**Clock distribution**

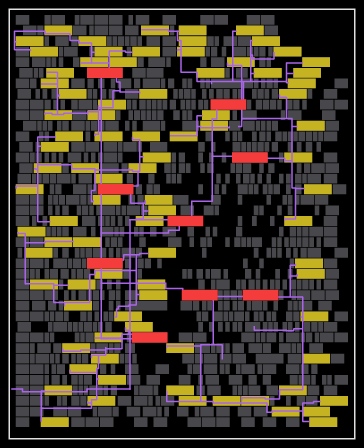
**Gate-type map**

The bar under the picture is 20 um long.
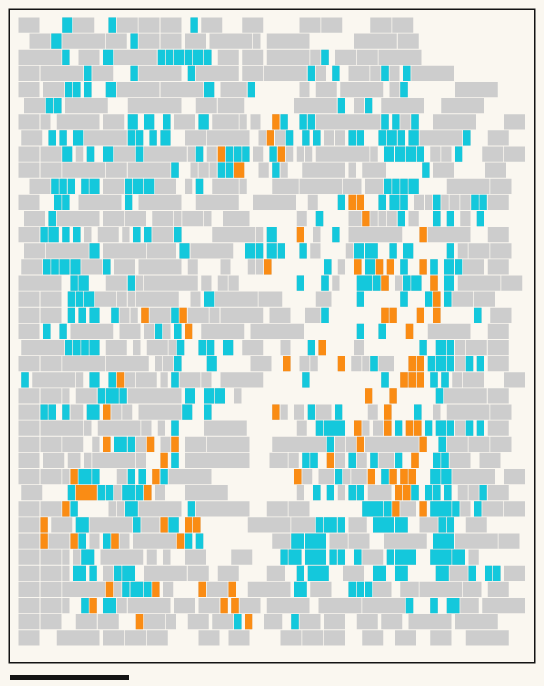
**Local utilization**

9 x 11 tiles, from dark blue (low) to red (high), 0 to 100% covered.
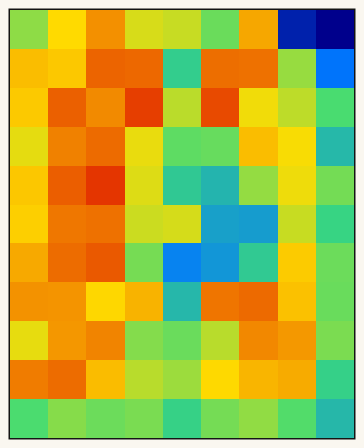
## config.mk

```make
export PLATFORM = sky130hd
export DESIGN_NAME = dm_load_reader
export DESIGN_NICKNAME = d
export VERILOG_FILES = /design/src/rtl/dm_load_reader.sv
export SDC_FILE = /design/constraint.sdc
export NUM_CORES = 1
export LEC_CHECK = 0
export ABC_AREA = 1
export ABC_CLOCK_PERIOD_IN_PS = 2600
export CAP_MARGIN = 40
export CORE_ASPECT_RATIO = 1.25
export CORE_UTILIZATION = 47
export CTS_CLUSTER_DIAMETER = 80
export DETAILED_ROUTE_END_ITERATION = 7
export GPL_TIMING_DRIVEN = 0
export PLACE_DENSITY = 0.9
export SLEW_MARGIN = 20
export SYNTH_ARGS = -nofsm -noshare
export SYNTH_HDL_FRONTEND = slang
export SYNTH_SLANG_ARGS = --single-unit
```

## constraint.sdc

```tcl
create_clock -name clk -period 2.6 [get_ports clk]
set_clock_uncertainty 0.1 [all_clocks]
set_input_delay 0.26 -clock clk [delete_from_list [all_inputs] [get_ports clk]]
set_output_delay 0.26 -clock clk [all_outputs]
set_load 0.005 [all_outputs]
```

## src/rtl/dm_load_reader.sv

```systemverilog
// dm_load_reader: read-side requester for the byte-enabled data memory.
// Accepts one load at a time from the MEM stage, issues a word read on the
// memory's synchronous read port, waits RD_LAT cycles, then extracts the
// addressed byte/halfword (little-endian) with sign or zero extension.
// Misaligned, out-of-range and illegal-op loads answer in one cycle with
// rsp_err = 1 and never strobe the memory.
//
// Ports:
//   clk, reset              clock, synchronous active-low reset
//   req_valid/req_ready     request handshake; req_addr, req_op, req_pc payload
//   mem_rd_en, mem_addr     one-cycle read strobe and word index to memory
//   mem_rdata               read data, valid RD_LAT cycles after mem_rd_en
//   rsp_valid/rsp_ready     response handshake; rsp_data, rsp_err, rsp_pc payload
//
// Optional: define DM_LOAD_TRACE_EN to print a trace line on every response
// handshake (simulation only; no functional effect).
module dm_load_reader #(
  parameter int unsigned RD_LAT     = 1,             // 1..4
  parameter logic [31:0] ADDR_LIMIT = 32'h0000_3000,
  parameter int unsigned AW         = 12
) (
  input  logic          clk,
  input  logic          reset,
  input  logic          req_valid,
  output logic          req_ready,
  input  logic [31:0]   req_addr,
  input  logic [2:0]    req_op,
  input  logic [31:0]   req_pc,
  output logic          mem_rd_en,
  output logic [AW-1:0] mem_addr,
  input  logic [31:0]   mem_rdata,
  output logic          rsp_valid,
  input  logic          rsp_ready,
  output logic [31:0]   rsp_data,
  output logic          rsp_err,
  output logic [31:0]   rsp_pc
);

  localparam logic [2:0] OpLw  = 3'b000;
  localparam logic [2:0] OpLh  = 3'b001;
  localparam logic [2:0] OpLhu = 3'b010;
  localparam logic [2:0] OpLb  = 3'b011;
  localparam logic [2:0] OpLbu = 3'b100;

  localparam logic [1:0] CntLast = 2'(RD_LAT - 1);

  typedef enum logic [1:0] {StIdle, StRead, StWait, StResp} state_e;

  state_e        state_q, state_d;
  logic [1:0]    cnt_q, cnt_d;
  logic [1:0]    addr_lo_q;
  logic [2:0]    op_q;
  logic [AW-1:0] mem_addr_q;
  logic [31:0]   rsp_data_q;
  logic [31:0]   rsp_pc_q;
  logic          rsp_err_q;

  logic          accept;
  logic          req_err;
  logic [7:0]    sel_byte;
  logic [15:0]   sel_half;
  logic [31:0]   load_data;

  assign req_ready = (state_q == StIdle) & reset;
  assign accept    = req_valid & req_ready;

  // Classify the request at acceptance; an error skips the memory entirely.
  always_comb begin
    req_err = 1'b0;
    case (req_op)
      OpLw:         req_err = |req_addr[1:0];
      OpLh, OpLhu:  req_err = req_addr[0];
      OpLb, OpLbu:  req_err = 1'b0;
      default:      req_err = 1'b1;
    endcase
    if ({req_addr[31:2], 2'b00} >= ADDR_LIMIT) begin
      req_err = 1'b1;
    end
  end

  // Little-endian lane select on the returned word.
  always_comb begin
    sel_byte = mem_rdata[7:0];
    case (addr_lo_q)
      2'b00:   sel_byte = mem_rdata[7:0];
      2'b01:   sel_byte = mem_rdata[15:8];
      2'b10:   sel_byte = mem_rdata[23:16];
      default: sel_byte = mem_rdata[31:24];
    endcase
    sel_half = addr_lo_q[1] ? mem_rdata[31:16] : mem_rdata[15:0];

    load_data = 32'h0;
    case (op_q)
      OpLw:    load_data = mem_rdata;
      OpLh:    load_data = {{16{sel_half[15]}}, sel_half};
      OpLhu:   load_data = {16'h0, sel_half};
      OpLb:    load_data = {{24{sel_byte[7]}}, sel_byte};
      OpLbu:   load_data = {24'h0, sel_byte};
      default: load_data = 32'h0;
    endcase
  end

  always_comb begin
    state_d = state_q;
    cnt_d   = cnt_q;
    unique case (state_q)
      StIdle: begin
        if (accept) begin
          state_d = req_err ? StResp : StRead;
        end
      end
      StRead: begin
        state_d = StWait;
        cnt_d   = 2'd0;
      end
      StWait: begin
        if (cnt_q == CntLast) begin
          state_d = StResp;
        end else begin
          cnt_d = cnt_q + 2'd1;
        end
      end
      StResp: begin
        if (rsp_ready) begin
          state_d = StIdle;
        end
      end
      default: state_d = StIdle;
    endcase
  end

  always_ff @(posedge clk) begin
    if (!reset) begin
      state_q    <= StIdle;
      cnt_q      <= 2'd0;
      addr_lo_q  <= 2'd0;
      op_q       <= 3'd0;
      mem_addr_q <= '0;
      rsp_data_q <= 32'h0;
      rsp_pc_q   <= 32'h0;
      rsp_err_q  <= 1'b0;
    end else begin
      state_q <= state_d;
      cnt_q   <= cnt_d;
      if (accept) begin
        addr_lo_q  <= req_addr[1:0];
        op_q       <= req_op;
        rsp_pc_q   <= req_pc;
        rsp_err_q  <= req_err;
        rsp_data_q <= 32'h0;
        // Only a real read moves the memory address.
        if (!req_err) begin
          mem_addr_q <= req_addr[AW+1:2];
        end
      end
      // Capture on the last WAIT cycle, exactly RD_LAT cycles after the strobe.
      if ((state_q == StWait) && (cnt_q == CntLast)) begin
        rsp_data_q <= load_data;
      end
    end
  end

  assign mem_rd_en = (state_q == StRead);
  assign mem_addr  = mem_addr_q;
  assign rsp_valid = (state_q == StResp);
  assign rsp_data  = rsp_data_q;
  assign rsp_err   = rsp_err_q;
  assign rsp_pc    = rsp_pc_q;

`ifdef DM_LOAD_TRACE_EN
  logic [31:0] trace_addr_q;

  always_ff @(posedge clk) begin
    if (!reset) begin
      trace_addr_q <= 32'h0;
    end else if (accept) begin
      trace_addr_q <= {req_addr[31:2], 2'b00};
    end
  end

  always @(posedge clk) begin
    if (reset && rsp_valid && rsp_ready) begin
      if (rsp_err_q) begin
        $display("%d@%h: load error *%h", $time, rsp_pc_q, trace_addr_q);
      end else begin
        $display("%d@%h: %h <= *%h", $time, rsp_pc_q, rsp_data_q, trace_addr_q);
      end
    end
  end
`endif

endmodule
```

==> GITHUB_STEP_SUMMARY <==
### Yosys + OpenROAD results

| Metric | Value |
|---|---|
| Status | complete, no violations |
| Fin util | 73.7% |
| Hold Path End | op_q[0] |
| Flop count | 86 |
| Floorplan Nets | 774 |
| Row count | 39 |
| Vias in the first global route | 4888 |
| DRC | 0 |
| Die span in x | 88.4 um |
| Setup TNS | 0 ns |
| Yosys cell count | 665 |
| Async S/R FF share, synth | 0% |
| Combinational share of cell area | 34.1% |
| CORE AREA | 0.00908 mm2 |
| Grt ovf | 0 |
| Sequential cell area share | 25.7% |
| IO Port Bufs | 181 |
| Hold path start | reset |
| FF-to-FF End | rsp_data[10] |
| Count of non-CTS inverters in the layout | 46 |
| Buffer share of cell area | 30.2% |
| HP Class | in -> reg |
| # placed instances | 969 |
| Non-clock buffers | 220 |
| Mean post-synth cell area | 6.59 um2 |
| Clkbuf count | 10 |
| Clock Pin Slew Worst Setup and Hold Paths | 0.07 ns |
| FILL cells | 730 |
| Die Area | 0.00972 mm2 |
| Fin. Hold Viols | 0 |
| TritonCTS buffer count | 9 |
| Tmin final | 2.02 ns |
| Synth warn | 0 |
| Reg area | 0.00172 mm2 |
| Max VDD drop | 521 uV |
| Crit path max-delay family | buffers and inverters |
| Top cells, area | dfxtp_1 (39%), nand2_1 (20%), nor2_1 (6.9%) |
| Crit-path cells | inv_1 -> ha_1 -> nand2_1 -> inv_2 -> clkdlybuf4s50_1 |
| PD cells | 772 mW/mm2 |
| Data required, critical path | 2.24 ns |
| Tapcell count | 123 |
| PnR worst setup slack | 0.578 ns |
| WS Path Type | reg -> out |
| # diodes | 0 |
| CP max stage cell | clkdlybuf4s50_1 |
| Hold WS | 0.173 ns |
| Detailed-placement wirelength estimate | 11.2 mm |
| Post-CTS Setup Bufs | 0 |
Back to the opening pictures, 'clock distribution':
Red shows cells driving clock nets, count 9. Yellow shows flip-flops, count 86. Purple shows clock wires, length 1100 um.
Position of the flops: all over the die. There are 10 routed clock nets.

Back to the opening pictures, 'gate-type map':
Cyan shows NAND gates, cells 320, most used nand2_1, where all over the die. Orange shows NOR gates, cells 83, most used nor2_1.

Back to the opening pictures, 'local utilization':
The fullest tile reaches 94%. 1.0% of the tiles are nearly empty. The mean over all tiles is 67%. 44% of the tiles are over 75% full.

-- state kept, by name (all words and copies together) (netlist names) --
name	flops
rsp_data	32
rsp_err	1
mem_addr	12
state_q	2
rsp_pc	32
cnt_q	2
op_q	3
addr_lo_q	2
-- routing by layer --
layer  wire length [um]  track usage, %  vias to the layer above
met5                  0               0                        -
met2               7380            56.2                      234
li1                   -               -                     2505
met3               1100            6.33                       31
met1               5400            31.1                     2318
met4                456            15.2                        0
-- cells in the mapped netlist (2+ instances only) --
library cell / number
or2_2: 2
nand3_1: 56
nor2_1: 81
a21oi_1: 50
dfxtp_1: 86
nand2_1: 230
nand4_1: 12
buf_1: 8
inv_1: 43
o211ai_1: 7
nand3_2: 10
ha_1: 6
clkbuf_1: 11
a21oi_2: 10
nand2_2: 11
buf_2: 15
buf_6: 3
o21ai_0: 14
inv_2: 2
-- metrics by stage --
step,power (uW),cell area [um2]
finish,5160,6690
global route,5450,6690
CTS,5160,6690
detailed placement,3700,6350
global placement,3650,6350
floorplan,2780,4380
-- cell families after synthesis --
family          count (synthesis)  share of synthesized area, %
simple gates                  407                          39.7
flops                          86                          39.3
fa+ha+maj                       6                          1.71
compound gates                 81                          10.5
buf+inv                        85                          8.79
-- tightest hold or removal path, cell delays in order --
cell and delay, ns:
buf_2 0.17, o21ai_0 0.10, a21oi_1 0.04
-- worst max path at each step --
stage / to / slack [ns] / cells past startpoint
after floorplan: rsp_data[16] / 1.0 / 11
after global placement: mem_addr[10] / 0.58 / 9
after detailed placement: mem_addr[6] / 0.56 / 9
after CTS: req_ready / 0.57 / 5
after global routing: rsp_data[11] / 0.49 / 11
final: req_ready / 0.58 / 5
-- power by group --
part           switching [uW]  internal [uW]  leakage, uW
clock                     581            886     0.000166
sequential                142           1560     0.000701
combinational            1050            944      0.00208
total                    1770           3390      0.00295
Power figures rest on the tool's default switching activity, not on a simulated workload.
